==> config.mk <==
export PLATFORM = sky130hd
export DESIGN_NAME = branch_resolve_unit
export DESIGN_NICKNAME = d
export VERILOG_FILES = /design/src/rtl/branch_resolve_unit.sv
export SDC_FILE = /design/constraint.sdc
export NUM_CORES = 1
export LEC_CHECK = 0
export CAP_MARGIN = 20
export CORE_MARGIN = 2
export CORE_UTILIZATION = 44
export DETAILED_ROUTE_END_ITERATION = 12
export PLACE_DENSITY = 0.87
export SLEW_MARGIN = 30
export SYNTH_ARGS = -nofsm -noshare
export SYNTH_HDL_FRONTEND = slang
export SYNTH_SLANG_ARGS = --single-unit
==> constraint.sdc <==
create_clock -name clk -period 1.75 [get_ports clk]
set_input_delay 0.525 -clock clk [delete_from_list [all_inputs] [get_ports clk]]
set_output_delay 0.525 -clock clk [all_outputs]
set_load 0.02 [all_outputs]
==> src/rtl/branch_resolve_unit.sv <==
// Execute-stage branch resolver: checks predict-taken conditional branches, computes JAL/JALR targets, and issues a redirect with a timed front-end flush.
// Optional mispredict counter is enabled with `define BRU_PERF_CNT_EN.
module branch_resolve_unit #(
  parameter int XLEN         = 32,
  parameter int FLUSH_CYCLES = 2,
  parameter int CNT_W        = 32
) (
  input  logic            clk,
  input  logic            rst_n,
  input  logic            ex_valid,
  input  logic [31:0]     ex_inst,
  input  logic [XLEN-1:0] ex_pc,
  input  logic [XLEN-1:0] rs1_val,
  input  logic [XLEN-1:0] rs2_val,
  input  logic [XLEN-1:0] ex_imm,
  input  logic            stall,
  output logic            branch_true,
  output logic            redirect_valid,
  output logic [XLEN-1:0] redirect_pc,
  output logic            flush_if_id,
  output logic            flush_id_ex,
  output logic            busy
`ifdef BRU_PERF_CNT_EN
  ,
  output logic [CNT_W-1:0] mispredict_count
`endif
);

  // Handshake: an instruction is consumed on a rising edge when ex_valid is high,
  // stall is low and the unit is IDLE; there is no back-pressure beyond stall/busy.

  localparam logic [6:0] OP_BRANCH = 7'b1100011;
  localparam logic [6:0] OP_JAL    = 7'b1101111;
  localparam logic [6:0] OP_JALR   = 7'b1100111;
  localparam logic [3:0] FLUSH_INIT = 4'(FLUSH_CYCLES - 1);

  typedef enum logic {S_IDLE, S_FLUSH} state_t;

  state_t          state_q, state_d;
  logic [3:0]      cnt_q, cnt_d;
  logic            bt_q, bt_d;
  logic            rv_q, rv_d;
  logic [XLEN-1:0] rpc_q, rpc_d;
  logic            flush_q, flush_d;
  logic            busy_q, busy_d;

  logic [6:0]      opcode;
  logic [2:0]      funct3;
  logic            cond_taken;
  logic            capture;
  logic            is_cond, is_jal, is_jalr;
  logic            need_redirect;
  logic            cond_miss;
  logic [XLEN-1:0] jalr_sum;
  logic [XLEN-1:0] target;

  logic unused_inst_bits;
  assign unused_inst_bits = ^{ex_inst[31:15], ex_inst[11:7]};

  always_comb begin
    opcode   = ex_inst[6:0];
    funct3   = ex_inst[14:12];
    is_cond  = (opcode == OP_BRANCH);
    is_jal   = (opcode == OP_JAL);
    is_jalr  = (opcode == OP_JALR);
    capture  = ex_valid && !stall && (state_q == S_IDLE);

    cond_taken = 1'b0;
    case (funct3)
      3'b000:  cond_taken = (rs1_val == rs2_val);
      3'b001:  cond_taken = (rs1_val != rs2_val);
      3'b100:  cond_taken = ($signed(rs1_val) <  $signed(rs2_val));
      3'b101:  cond_taken = ($signed(rs1_val) >= $signed(rs2_val));
      3'b110:  cond_taken = (rs1_val <  rs2_val);
      3'b111:  cond_taken = (rs1_val >= rs2_val);
      default: cond_taken = 1'b0;
    endcase

    cond_miss     = capture && is_cond && !cond_taken;
    need_redirect = cond_miss || (capture && (is_jal || is_jalr));

    jalr_sum = rs1_val + ex_imm;
    if (is_jal)       target = ex_pc + ex_imm;
    else if (is_jalr) target = {jalr_sum[XLEN-1:1], 1'b0};
    else              target = ex_pc + XLEN'(4);
  end

  // Next-state and registered-output logic.
  always_comb begin
    state_d = state_q;
    cnt_d   = cnt_q;
    bt_d    = bt_q;
    rpc_d   = rpc_q;
    rv_d    = 1'b0;
    flush_d = 1'b0;
    busy_d  = 1'b0;
    case (state_q)
      S_IDLE: begin
        if (capture && is_cond) bt_d = cond_taken;
        if (need_redirect) begin
          rv_d    = 1'b1;
          flush_d = 1'b1;
          rpc_d   = target;
          cnt_d   = FLUSH_INIT;
          state_d = (FLUSH_CYCLES > 1) ? S_FLUSH : S_IDLE;
        end
      end
      S_FLUSH: begin
        // Wrong-path instructions are ignored; the countdown ignores stall.
        if (cnt_q == 4'd0) begin
          state_d = S_IDLE;
        end else begin
          cnt_d   = cnt_q - 4'd1;
          flush_d = 1'b1;
          busy_d  = 1'b1;
        end
      end
      default: state_d = S_IDLE;
    endcase
  end

  always_ff @(posedge clk or negedge rst_n) begin
    if (!rst_n) begin
      state_q <= S_IDLE;
      cnt_q   <= 4'd0;
      bt_q    <= 1'b0;
      rv_q    <= 1'b0;
      rpc_q   <= '0;
      flush_q <= 1'b0;
      busy_q  <= 1'b0;
    end else begin
      state_q <= state_d;
      cnt_q   <= cnt_d;
      bt_q    <= bt_d;
      rv_q    <= rv_d;
      rpc_q   <= rpc_d;
      flush_q <= flush_d;
      busy_q  <= busy_d;
    end
  end

  assign branch_true    = bt_q;
  assign redirect_valid = rv_q;
  assign redirect_pc    = rpc_q;
  assign flush_if_id    = flush_q;
  assign flush_id_ex    = flush_q;
  assign busy           = busy_q;

`ifdef BRU_PERF_CNT_EN
  logic [CNT_W-1:0] mcnt_q;
  always_ff @(posedge clk or negedge rst_n) begin
    if (!rst_n)                         mcnt_q <= '0;
    else if (cond_miss && !(&mcnt_q))   mcnt_q <= mcnt_q + CNT_W'(1);
  end
  assign mispredict_count = mcnt_q;
`else
  logic [CNT_W-1:0] unused_cnt_w;
  assign unused_cnt_w = '0;
`endif

endmodule

==> results.py, run 1 <==
# Synthesis and PnR figures
metrics = {
    "placement": {
        "detailedPlace.worstSlack_ps": -2200,
        "io_buffers": 178,
    },
    "routing": {
        "wl_met2_um": 15800,
        "dr.pass1.iters": 12,
        "wire_per_inst_um": 24.0,
    },
    "power_and_ir_drop": {
        "p_per_area_nw_per_um2": 552,
    },
    "clock_tree": {
        "hold_buffers": 0,
    },
    "cells_and_area": {
        "seq_area_um2": 1000,
        "design_area_um2": 12100,
        "antennaDiodeCount": 2,
        "inverters": 63,
    },
    "run_status": {
        "status": "complete, but fails checks",
        "violations": "setup timing",
    },
    "synthesis": {
        "ys_warn_count": 0,
        "synthTopCellsByArea": "ha_1 (18%), dfrtp_1 (15%), a21oi_1 (6.7%)",
        "adder_share": 0.186,
    },
    "final_timing": {
        "setup_viol_count_final": 39,
        "fin_ws_ps": -1800,
    },
    "worst_setup_path": {
        "worstPathCellList": "clkdlybuf4s50_1 > ha_1 > buf_4 > o21ai_0 > o211ai_1 > nand4_1 > a21oi_2 > buf_4 > a31oi_1 > xnor2_1 > a221o_1 > o211ai_1 > o21ai_1",
    },
    "min_path": {
        "hold_class": "primary input to async pin",
    },
}
[run 1: flip-flops by register name (all words and copies together), names as in the netlist]
name and flops:
cnt_q 4, busy 1, branch_true 1, redirect_valid 1
redirect_pc 32, flush_id_ex 1
[run 1: worst max path at each step]
| stage | from | to | slack, ps | cells after the start |
|---|---|---|---|---|
| 2_1_floorplan | rs2_val[13] | redirect_pc[19] | -1290 | 13 |
| 3_3_place_gp | rs2_val[13] | redirect_pc[2] | -2130 | 14 |
| 3_5_place_dp | rs2_val[13] | redirect_pc[8] | -2200 | 14 |
| 4_1_cts | rs1_val[1] | redirect_pc[19] | -1400 | 14 |
| 5_1_grt | ex_imm[15] | redirect_pc[21] | -1860 | 13 |
| 6_report | ex_pc[3] | redirect_pc[21] | -1800 | 13 |
run_1/met1.png
Bar = 50 um. Supply wires on this layer in grey.
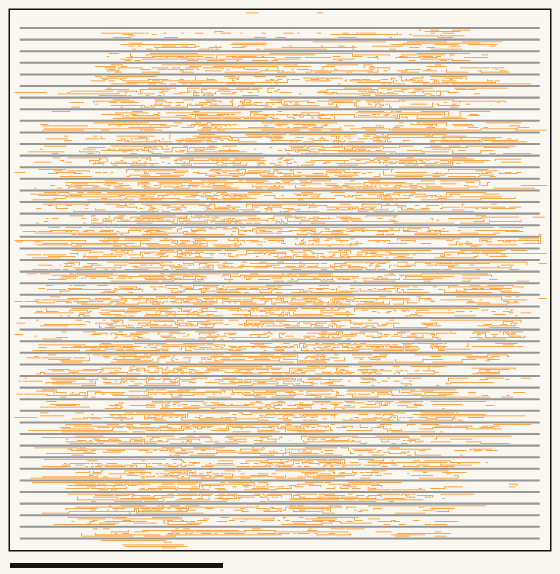
wire length on this layer	12700 um
share of all routed wire	35%
nets with wire on the layer	1463
longest straight run	40.5 um
main direction	horizontal
met1 GRT Util: 0.489
Routed WL: 36300 um
vias post-DR: 9882

run_1/met2.png
Bar = 50 um.
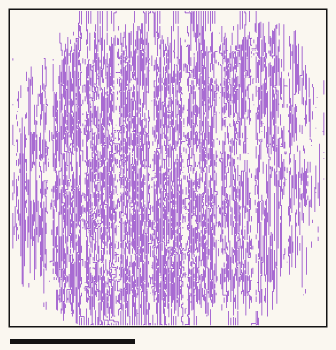
wire length on this layer	15800 um
nets with wire on the layer	1461
share of all routed wire	43%
main direction	vertical

run_1/met3.png
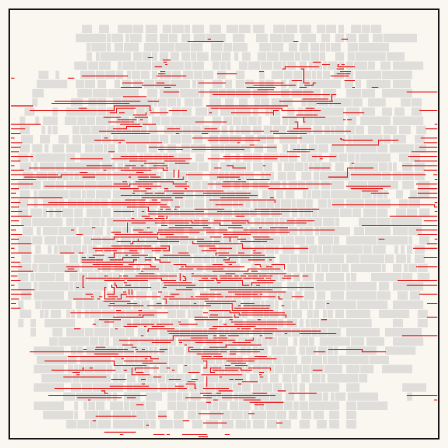
main direction	horizontal
longest straight run	48.5 um

run_1/met4.png
Bar = 50 um. Supply wires on this layer in grey.
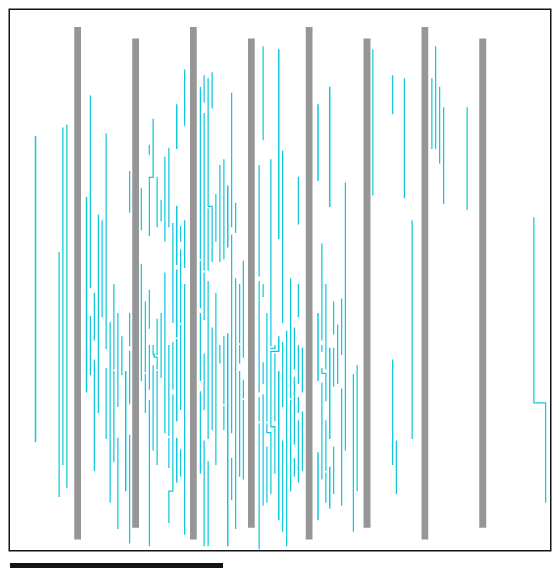

==> run 2: changes to the inputs <==
Settings changed: CTS_CLUSTER_DIAMETER set to 120, SETUP_SLACK_MARGIN set to 0.3.
run_2/met4.png
Bar = 50 um. Supply wires on this layer in grey.
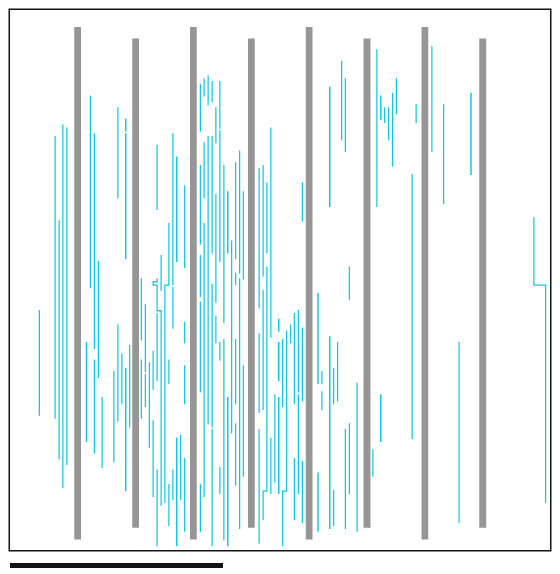
longest straight run	85.0 um
main direction	vertical
share of all routed wire	8.5%
nets with wire on the layer	125

==> results.py, run 2 <==
# Synthesis and PnR figures
metrics = {
    "floorplanning": {
        "core_area_um2": 14600,
    },
    "synthesis": {
        "yosys.area_share.aoi": 0.291,
        "adder_share": 0.186,
        "ys_warn_count": 0,
        "ys.flop_type": "dfrtp_1",
    },
    "final_timing": {
        "setup_viol_count_final": 39,
        "fin_ws_ps": -1630,
        "period_minus_slack_ps": 3380,
    },
    "cells_and_area": {
        "largest_register_ffs": 32,
        "drive_gt1_frac": 0.444,
        "design_area_um2": 12000,
        "areaGrowthSynthToFinish_pct": 81.9,
    },
    "worst_setup_path": {
        "worstPathCellList": "buf_8 > inv_12 > ha_4 > nand4_1 > buf_4 > a2111oi_4 > o32ai_4 > mux2_4 > o211a_1 > o31ai_2 > buf_4 > a21oi_4 > buf_12 > buf_6 > o211ai_1 > o21ai_1",
        "startpoint": "rs2_val[13]",
        "crit_end": "redirect_pc[13]",
        "cp.depth": 16,
    },
    "placement": {
        "io_buffers": 178,
        "detailedPlace.worstSlack_ps": -2200,
    },
    "routing": {
        "dr.pass1.iters": 8,
        "wl_met2_um": 15700,
        "wl_um": 35400,
    },
    "power_and_ir_drop": {
        "p_per_area_nw_per_um2": 556,
        "maxPowerGroup": "combinational logic",
    },
    "run_status": {
        "status": "complete, but fails checks",
        "violations": "setup timing",
    },
    "global_route": {
        "grt_use_total": 0.399,
        "grt_pass1_wl_um": 51000,
    },
    "run": {
        "warning_count": 51,
    },
    "min_path": {
        "hold_class": "primary input to async pin",
    },
}
run_2/final_congestion.png
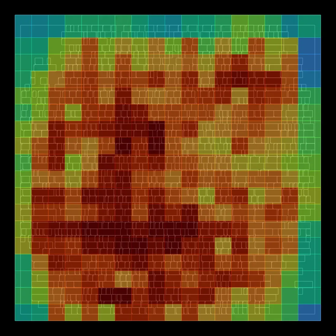
final core occ: 0.825
met1 GRT Util: 0.490
busiest grt layer: met2
WL/cell: 23.3 um
global routing usage on met3: 0.0751

## run 2: cell counts after synthesis
No cell type changed its count.
## run 2: what timing repair did
| action | 4_1_cts | 5_1_grt |
|---|---|---|
| pin swaps | 79 | 42 |
| resized | 459 | 124 |
| endpoints found under the setup margin | 76 | 45 |
| gates cloned | 3 | 0 |
| buffers inserted | 24 | 10 |
## run 2: final cells by class
type / count / area [um^2]
Clock inverter: 3 / 47.5
Tap cell: 184 / 230
Inverter: 63 / 254
Fill cell: 787 / 2550
Multi-Input combinational cell: 728 / 6360
Antenna cell: 1 / 2.50
Sequential cell: 40 / 1000
Timing Repair Buffer: 495 / 4020
Clock buffer: 5 / 125
